--- src/rtl/wb_lcd_ctrl_if.sv ---
// Wishbone slave bus bundle for the LCD controller.
// master drives strobe/cycle/address/data, slave returns data/ack.
interface wb_lcd_ctrl_if;
  logic        wb_stb_i;
  logic        wb_cyc_i;
  logic        wb_we_i;
  logic [31:0] wb_adr_i;
  logic [3:0]  wb_sel_i;
  logic [31:0] wb_dat_i;
  logic [31:0] wb_dat_o;
  logic        wb_ack_o;

  modport master (
    output wb_stb_i, wb_cyc_i, wb_we_i,
    output wb_adr_i, wb_sel_i, wb_dat_i,
    input  wb_dat_o, wb_ack_o
  );

  modport slave (
    input  wb_stb_i, wb_cyc_i, wb_we_i,
    input  wb_adr_i, wb_sel_i, wb_dat_i,
    output wb_dat_o, wb_ack_o
  );
endinterface

--- src/rtl/wb_lcd_ctrl.sv ---
// Wishbone HD44780 LCD controller: FIFO of cmd/data bytes + timing FSM.
// Ports: clk, reset (async low), wb slave, intr, E/RS/RW/Data_out pins.
module wb_lcd_ctrl #(
  parameter int CLK_FREQ     = 100000000,
  parameter int FIFO_DEPTH   = 16,
  parameter int SETUP_CYC    = 8,
  parameter int E_CYC        = 50,
  parameter int HOLD_CYC     = 8,
  parameter int CMD_WAIT_CYC = 4000,
  parameter int CLR_WAIT_CYC = 160000
) (
  input  logic           clk,
  input  logic           reset,
  wb_lcd_ctrl_if.slave   wb,
  output logic           intr,
  output logic           E,
  output logic           RS,
  output logic           RW,
  output logic [7:0]     Data_out
);

  localparam int AW = $clog2(FIFO_DEPTH);
  localparam int LW = $clog2(FIFO_DEPTH + 1);
  localparam int M1 = (SETUP_CYC > E_CYC) ? SETUP_CYC : E_CYC;
  localparam int M2 = (M1 > HOLD_CYC) ? M1 : HOLD_CYC;
  localparam int M3 = (M2 > CMD_WAIT_CYC) ? M2 : CMD_WAIT_CYC;
  localparam int M4 = (M3 > CLR_WAIT_CYC) ? M3 : CLR_WAIT_CYC;
  localparam int CW0 = $clog2(M4 + 1);
  localparam int CW = (CW0 > 18) ? CW0 : 18;
  localparam int unused_clk_freq = CLK_FREQ;

  localparam logic [2:0] S_IDLE  = 3'd0;
  localparam logic [2:0] S_SETUP = 3'd1;
  localparam logic [2:0] S_PULSE = 3'd2;
  localparam logic [2:0] S_HOLD  = 3'd3;
  localparam logic [2:0] S_WAIT  = 3'd4;

  logic [2:0]    state_q;
  logic [CW-1:0] cnt_q;
  logic [7:0]    byte_q;
  logic          rs_q;
  logic          m4_q;
  logic          lo_q;

  logic [8:0]    mem_q [FIFO_DEPTH];
  logic [AW-1:0] wp_q;
  logic [AW-1:0] rp_q;
  logic [LW-1:0] lvl_q;

  logic [2:0]    ctrl_q;
  logic          done_q;
  logic          ovf_q;
  logic          ack_q;
  logic [31:0]   dat_q;

  logic [7:0]    adr;
  logic          req, wr, rd;
  logic          wr_ctrl, wr_irq;
  logic          push, push_ok, pop;
  logic          flush, full, empty;
  logic          busy, wait_end, is_clr;
  logic [7:0]    lvl8;
  logic [31:0]   rdata;
  logic          unused_bits;

  assign unused_bits = ^{wb.wb_sel_i,
                         wb.wb_adr_i[31:8],
                         wb.wb_dat_i[31:8]};

  assign adr     = wb.wb_adr_i[7:0];
  assign req     = wb.wb_stb_i & wb.wb_cyc_i & ~ack_q;
  assign wr      = req & wb.wb_we_i;
  assign rd      = req & ~wb.wb_we_i;
  assign wr_ctrl = wr && (adr == 8'h00);
  assign wr_irq  = wr && (adr == 8'h10);
  assign push    = wr && (adr == 8'h08 || adr == 8'h0C);
  assign flush   = wr_ctrl & wb.wb_dat_i[3];

  assign full    = (lvl_q == LW'(FIFO_DEPTH));
  assign empty   = (lvl_q == '0);
  assign push_ok = push & ~full;
  assign pop     = (state_q == S_IDLE) & ctrl_q[0] & ~empty;
  assign busy    = (state_q != S_IDLE);
  assign wait_end = (state_q == S_WAIT) && (cnt_q == '0);
  assign lvl8    = 8'(lvl_q);

  // clear display / return home need the long execution wait
  assign is_clr  = ~rs_q && (byte_q[7:2] == 6'd0)
                   && (byte_q[1:0] != 2'd0);

  always_comb begin
    rdata = '0;
    unique case (1'b1)
      adr == 8'h00: rdata = {29'd0, ctrl_q};
      adr == 8'h04: rdata = {16'd0, lvl8, 3'd0, ovf_q,
                             done_q, empty, full, busy};
      default: rdata = '0;
    endcase
  end

  always_ff @(posedge clk or negedge reset) begin
    if (!reset) begin
      ack_q <= 1'b0;
      dat_q <= '0;
    end else begin
      ack_q <= req;
      dat_q <= rd ? rdata : '0;
    end
  end

  assign wb.wb_ack_o = wb.wb_stb_i & wb.wb_cyc_i & ack_q;
  assign wb.wb_dat_o = dat_q;

  always_ff @(posedge clk or negedge reset) begin
    if (!reset) begin
      ctrl_q <= '0;
      done_q <= 1'b0;
      ovf_q  <= 1'b0;
    end else begin
      if (wr_ctrl) ctrl_q <= wb.wb_dat_i[2:0];
      // a set in the same cycle as a clear wins
      done_q <= (wait_end & empty)
                | (done_q & ~(wr_irq & wb.wb_dat_i[0]));
      ovf_q  <= (push & full)
                | (ovf_q & ~(wr_irq & wb.wb_dat_i[1]));
    end
  end

  always_ff @(posedge clk) begin
    if (push_ok) mem_q[wp_q] <= {adr[2], wb.wb_dat_i[7:0]};
  end

  always_ff @(posedge clk or negedge reset) begin
    if (!reset) begin
      wp_q  <= '0;
      rp_q  <= '0;
      lvl_q <= '0;
    end else if (flush) begin
      rp_q  <= wp_q;
      lvl_q <= '0;
    end else begin
      if (push_ok) wp_q <= wp_q + 1'b1;
      if (pop)     rp_q <= rp_q + 1'b1;
      unique case ({push_ok, pop})
        2'b10:   lvl_q <= lvl_q + 1'b1;
        2'b01:   lvl_q <= lvl_q - 1'b1;
        default: lvl_q <= lvl_q;
      endcase
    end
  end

  always_ff @(posedge clk or negedge reset) begin
    if (!reset) begin
      state_q <= S_IDLE;
      cnt_q   <= '0;
      byte_q  <= '0;
      rs_q    <= 1'b0;
      m4_q    <= 1'b0;
      lo_q    <= 1'b0;
    end else begin
      unique case (state_q)
        S_IDLE: if (pop) begin
          state_q <= S_SETUP;
          cnt_q   <= CW'(SETUP_CYC - 1);
          {rs_q, byte_q} <= mem_q[rp_q];
          m4_q    <= ctrl_q[1];
          lo_q    <= 1'b0;
        end
        S_SETUP: if (cnt_q == '0) begin
          state_q <= S_PULSE;
          cnt_q   <= CW'(E_CYC - 1);
        end else cnt_q <= cnt_q - 1'b1;
        S_PULSE: if (cnt_q == '0) begin
          state_q <= S_HOLD;
          cnt_q   <= CW'(HOLD_CYC - 1);
        end else cnt_q <= cnt_q - 1'b1;
        S_HOLD: if (cnt_q == '0) begin
          if (m4_q && !lo_q) begin
            lo_q    <= 1'b1;
            state_q <= S_SETUP;
            cnt_q   <= CW'(SETUP_CYC - 1);
          end else begin
            state_q <= S_WAIT;
            cnt_q   <= is_clr ? CW'(CLR_WAIT_CYC - 1)
                              : CW'(CMD_WAIT_CYC - 1);
          end
        end else cnt_q <= cnt_q - 1'b1;
        S_WAIT: if (cnt_q == '0) begin
          state_q <= S_IDLE;
        end else cnt_q <= cnt_q - 1'b1;
        default: state_q <= S_IDLE;
      endcase
    end
  end

  assign E        = (state_q == S_PULSE);
  assign RS       = rs_q;
  assign RW       = 1'b0;
  assign Data_out = m4_q ? {(lo_q ? byte_q[3:0] : byte_q[7:4]), 4'h0}
                         : byte_q;
  assign intr     = ctrl_q[2] & done_q;

endmodule
--- src/flat_wrapper.sv ---
// flat-port wrapper written by rule: the top's interface ports become plain ports
module wb_lcd_ctrl_flat 
#(
  parameter int CLK_FREQ     = 100000000,
  parameter int FIFO_DEPTH   = 16,
  parameter int SETUP_CYC    = 8,
  parameter int E_CYC        = 50,
  parameter int HOLD_CYC     = 8,
  parameter int CMD_WAIT_CYC = 4000,
  parameter int CLR_WAIT_CYC = 160000
)
  (clk, reset, intr, E, RS, RW, Data_out, wb_wb_stb_i, wb_wb_cyc_i, wb_wb_we_i, wb_wb_adr_i, wb_wb_sel_i, wb_wb_dat_i, wb_wb_dat_o, wb_wb_ack_o);
  wb_lcd_ctrl_if wb_i ();
  input  logic clk;
  input  logic reset;
  output logic intr;
  output logic E;
  output logic RS;
  output logic RW;
  output logic [7:0] Data_out;
  input wire logic [$bits(wb_i.wb_stb_i)-1:0] wb_wb_stb_i;
  input wire logic [$bits(wb_i.wb_cyc_i)-1:0] wb_wb_cyc_i;
  input wire logic [$bits(wb_i.wb_we_i)-1:0] wb_wb_we_i;
  input wire logic [$bits(wb_i.wb_adr_i)-1:0] wb_wb_adr_i;
  input wire logic [$bits(wb_i.wb_sel_i)-1:0] wb_wb_sel_i;
  input wire logic [$bits(wb_i.wb_dat_i)-1:0] wb_wb_dat_i;
  output wire logic [$bits(wb_i.wb_dat_o)-1:0] wb_wb_dat_o;
  output wire logic [$bits(wb_i.wb_ack_o)-1:0] wb_wb_ack_o;
  assign wb_i.wb_stb_i = wb_wb_stb_i;
  assign wb_i.wb_cyc_i = wb_wb_cyc_i;
  assign wb_i.wb_we_i = wb_wb_we_i;
  assign wb_i.wb_adr_i = wb_wb_adr_i;
  assign wb_i.wb_sel_i = wb_wb_sel_i;
  assign wb_i.wb_dat_i = wb_wb_dat_i;
  assign wb_wb_dat_o = wb_i.wb_dat_o;
  assign wb_wb_ack_o = wb_i.wb_ack_o;
  wb_lcd_ctrl #(.CLK_FREQ(CLK_FREQ), .FIFO_DEPTH(FIFO_DEPTH), .SETUP_CYC(SETUP_CYC), .E_CYC(E_CYC), .HOLD_CYC(HOLD_CYC), .CMD_WAIT_CYC(CMD_WAIT_CYC), .CLR_WAIT_CYC(CLR_WAIT_CYC)) u_core (.clk(clk), .reset(reset), .wb(wb_i), .intr(intr), .E(E), .RS(RS), .RW(RW), .Data_out(Data_out));
endmodule
--- config.mk ---
export PLATFORM = sky130hd
export DESIGN_NAME = wb_lcd_ctrl_flat
export DESIGN_NICKNAME = d
export VERILOG_FILES = /design/src/rtl/wb_lcd_ctrl_if.sv /design/src/rtl/wb_lcd_ctrl.sv /design/src/flat_wrapper.sv
export SDC_FILE = /design/constraint.sdc
export NUM_CORES = 1
export LEC_CHECK = 0
export CAP_MARGIN = 40
export CORE_UTILIZATION = 55
export CTS_BUF_LIST = sky130_fd_sc_hd__clkbuf_16
export DETAILED_ROUTE_END_ITERATION = 16
export GPL_TIMING_DRIVEN = 0
export MAX_ROUTING_LAYER = met4
export PLACE_DENSITY = 0.8
export SYNTH_ARGS = -nofsm -noshare
export SYNTH_HDL_FRONTEND = slang
export SYNTH_SLANG_ARGS = --single-unit
--- constraint.sdc ---
create_clock -name clk -period 3.1 [get_ports clk]
set_input_delay 0.62 -clock clk [delete_from_list [all_inputs] [get_ports clk]]
set_output_delay 0.62 -clock clk [all_outputs]
set_load 0.1 [all_outputs]
m1.png
Supply wires on this layer in gray.
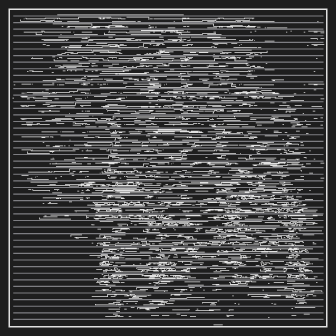
nets with wire on the layer: 707
main direction: horizontal
longest straight run: 52.0 um
wire length on this layer: 8,060 um
share of all routed wire: 40%

m2.png
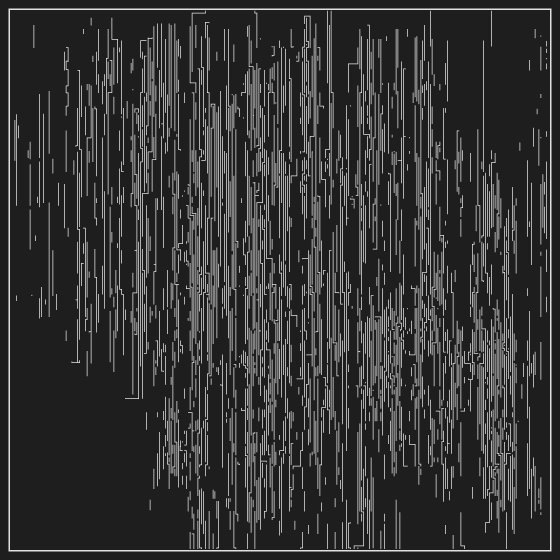
nets with wire on the layer: 668
wire length on this layer: 10,700 um
longest straight run: 50.7 um
main direction: vertical
share of all routed wire: 53%

m3.png
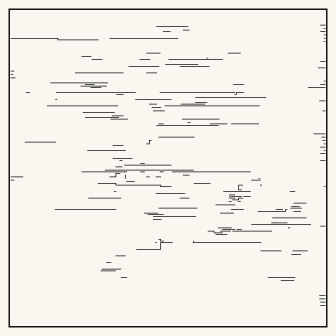
longest straight run: 38.9 um
main direction: horizontal
wire length on this layer: 1,210 um
share of all routed wire: 6.0%
nets with wire on the layer: 122
Via Count: 5,746
aggregate routed wire length: 20.3 mm
M3 GR Usage: 3.28%

m4.png
Scale bar: 50 um. Supply wires on this layer in gray.
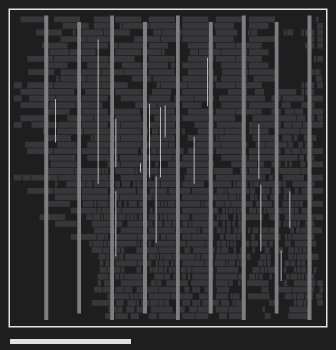
longest straight run: 59.2 um
nets with wire on the layer: 9
main direction: vertical
share of all routed wire: 1.7%

clock_nets.png
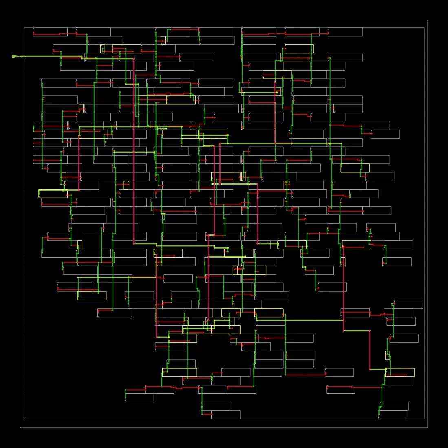
number of clock-tree buffers in the layout: 23
CTS Buf Count: 22
clock sink total: 205

==> results.yml <==
# implementation run metrics
worst_setup_path:
  cp_slowest_cell: "or4_4"
  worstReg2RegStart: "u_core.lvl_q[2]"
  critPathMaxFanout: 9
  worstSetupPathType: "flop to flop"
  critPathMaxStageDelay_ns: 0.61
  cp_cell_sequence: "or4_4 -> o211ai_4 -> inv_2 -> ha_1 -> xor2_1 -> ha_1 -> nand3_1 -> o21ai_0 -> a222oi_1 -> or3_1 -> a21oi_1"
placed_design:
  dp_hpwl_mm: 13.4
  globalplace.congestion: 0.907
floorplan:
  rows: 46
  die_x_um: 130
  core_sq_um: 16000
  die_y_um: 130
cts:
  clk-insertion-delay-late_ns: 0.51
  cts_root_buffer: "clkbuf_16"
  cts_tree: "built"
sta:
  fin_worst_skew_ns: 0.0229
  fin_crit_ns: 2.96
  relSlewSlack_pct: 35.7
  whs_ns: 0.104
  setup_violations: 0
  worst_pin_slew_ns: 0.962
  hold_viol: 0
route:
  drtPass1Iterations: 5
  vias_per_cell: 5.99
  drt-initial-drc-count: 617
job:
  tool_warnings: 83
logic_synthesis:
  ys.flop_type: "edfxtp_1"
  syn_area_sq_um: 9050
  yosys_warnings: 0
  synth_dominant_cell_count: "edfxtp_1"
  ys_seq_share_pct: 64.6
  syn_avg_cell_area_sq_um: 15.0
  top_area_share_pct: 47.8
  area_leaders: "edfxtp_1 48%, dfrtp_1 17%, mux4_2 11%, buf_4 2.1%, mux2_2 2.0%"
  yosysCellCount: 602
  ys_area_sq_um: 9050
outcome:
  status: "finished, final reports clean"
grt:
  antenna_found_initial: 0
  grt_usage_pct: 26.0
  grt_pass1_vias: 5694
  overflow: 0
cells_and_area:
  lay_top_count: "edfxtp_1"
  stdcell_area_sq_um: 11000
  fillers: 1017
  finish.utilization_pct: 68.9
  drive_above_1_share_pct: 24.1
  n_antenna_cell: 0
  mostFrequentLayoutCells: "144 x edfxtp_1, 61 x dfrtp_1, 45 x mux4_2"
hold_path:
  min-delay-path-class: "primary input to async pin"
critical path, delay by kind of cell (launching register included):
kind | cells | cell delay [ns]
fa+ha+maj | 2 | 0.49
simple gates | 3 | 1.01
xor+xnor | 1 | 0.16
compound gates | 4 | 0.59
flops | 1 | 0.51
buf+inv | 1 | 0.11
stage by stage:
stage          std cells  setup WS, ns  setup TNS [ns]
2_1_floorplan        624        0.0928               0
3_3_place_gp         882         -1.09         -117.99
3_5_place_dp         914        -0.786          -67.04
4_1_cts              955        0.0600               0
5_1_grt              959        0.0299               0
6_report             959         0.136               0
timing repair:
action                     4_1_cts  5_1_grt
setup buffers                    1        1
hold buffers                     0        0
pin swaps                        1        0
setup endpoints to repair       75        3
gates resized                    3        3
per-layer routing:
| layer | share of wire [%] | vias up | GRT usage [%] | wire, um |
|---|---|---|---|---|
| li1 | - | 2512 | - | - |
| met1 | 40 | 2936 | 33.1 | 8060 |
| met2 | 53 | 265 | 43.9 | 10700 |
| met3 | 6.0 | 33 | 3.28 | 1210 |
| met4 | 1.7 | 0 | 7.46 | 340 |
| met5 | 0 | - | - | 0 |
worst paths after layout:
kind,endpoint,slack (ns),cells past startpoint
setup / recovery,u_core.lvl_q[4],0.14,11
hold / removal,u_core.cnt_q[11],0.10,1
setup reg to reg,u_core.lvl_q[4],0.14,11
hold reg to reg,u_core.cnt_q[16],0.47,1
max in group asynchronous,u_core.lvl_q[0],2.39,2
min in group clk,u_core.cnt_q[16],0.47,1
cell type report:
type / count / share of cell area (%)
Inverter: 13 / 0.442
Sequential cell: 205 / 53.0
Tap cell: 216 / 2.45
Timing Repair Buffer: 81 / 8.13
Clock buffer: 23 / 5.22
Clock inverter: 17 / 0.930
Multi-Input combinational cell: 356 / 27.1
Buffer: 48 / 2.68
kinds of logic (layout without fill, tap and decap cells):
family | count (synthesis) | in the layout | share of synthesized area [%]
XOR/XNOR | 16 | 16 | 1.55
flip-flops | 205 | 205 | 64.6
multiplexers | 63 | 63 | 13.4
other | 1 | 23 | 0.0414
adder cells (fa/ha/maj) | 10 | 10 | 1.38
AND/OR/NAND/NOR | 168 | 168 | 9.47
AND-OR/OR-AND | 76 | 76 | 5.67
buffers and inverters | 63 | 182 | 3.88
flip-flops by register name, indices dropped and copies added, names as in the netlist:
| register | flops |
|---|---|
| u_core.RS | 1 |
| u_core.ack_q | 1 |
| u_core.byte_q | 8 |
| u_core.cnt_q | 18 |
| u_core.ctrl_q | 3 |
| u_core.done_q | 1 |
| u_core.lo_q | 1 |
| u_core.lvl_q | 5 |
| u_core.m4_q | 1 |
| u_core.mem_q | 144 |
| u_core.ovf_q | 1 |
| u_core.rp_q | 4 |
| u_core.state_q | 3 |
| u_core.wb.wb_dat_o | 10 |
| u_core.wp_q | 4 |
report_power, final:
part           leakage [nW]  internal [mW]  switching (mW)
Sequential             2.10           3.05           0.114
Combinational          1.74          0.437           0.774
Clock                 0.362           1.42            1.03
Power figures rest on the tool's default switching activity, not on a simulated workload.
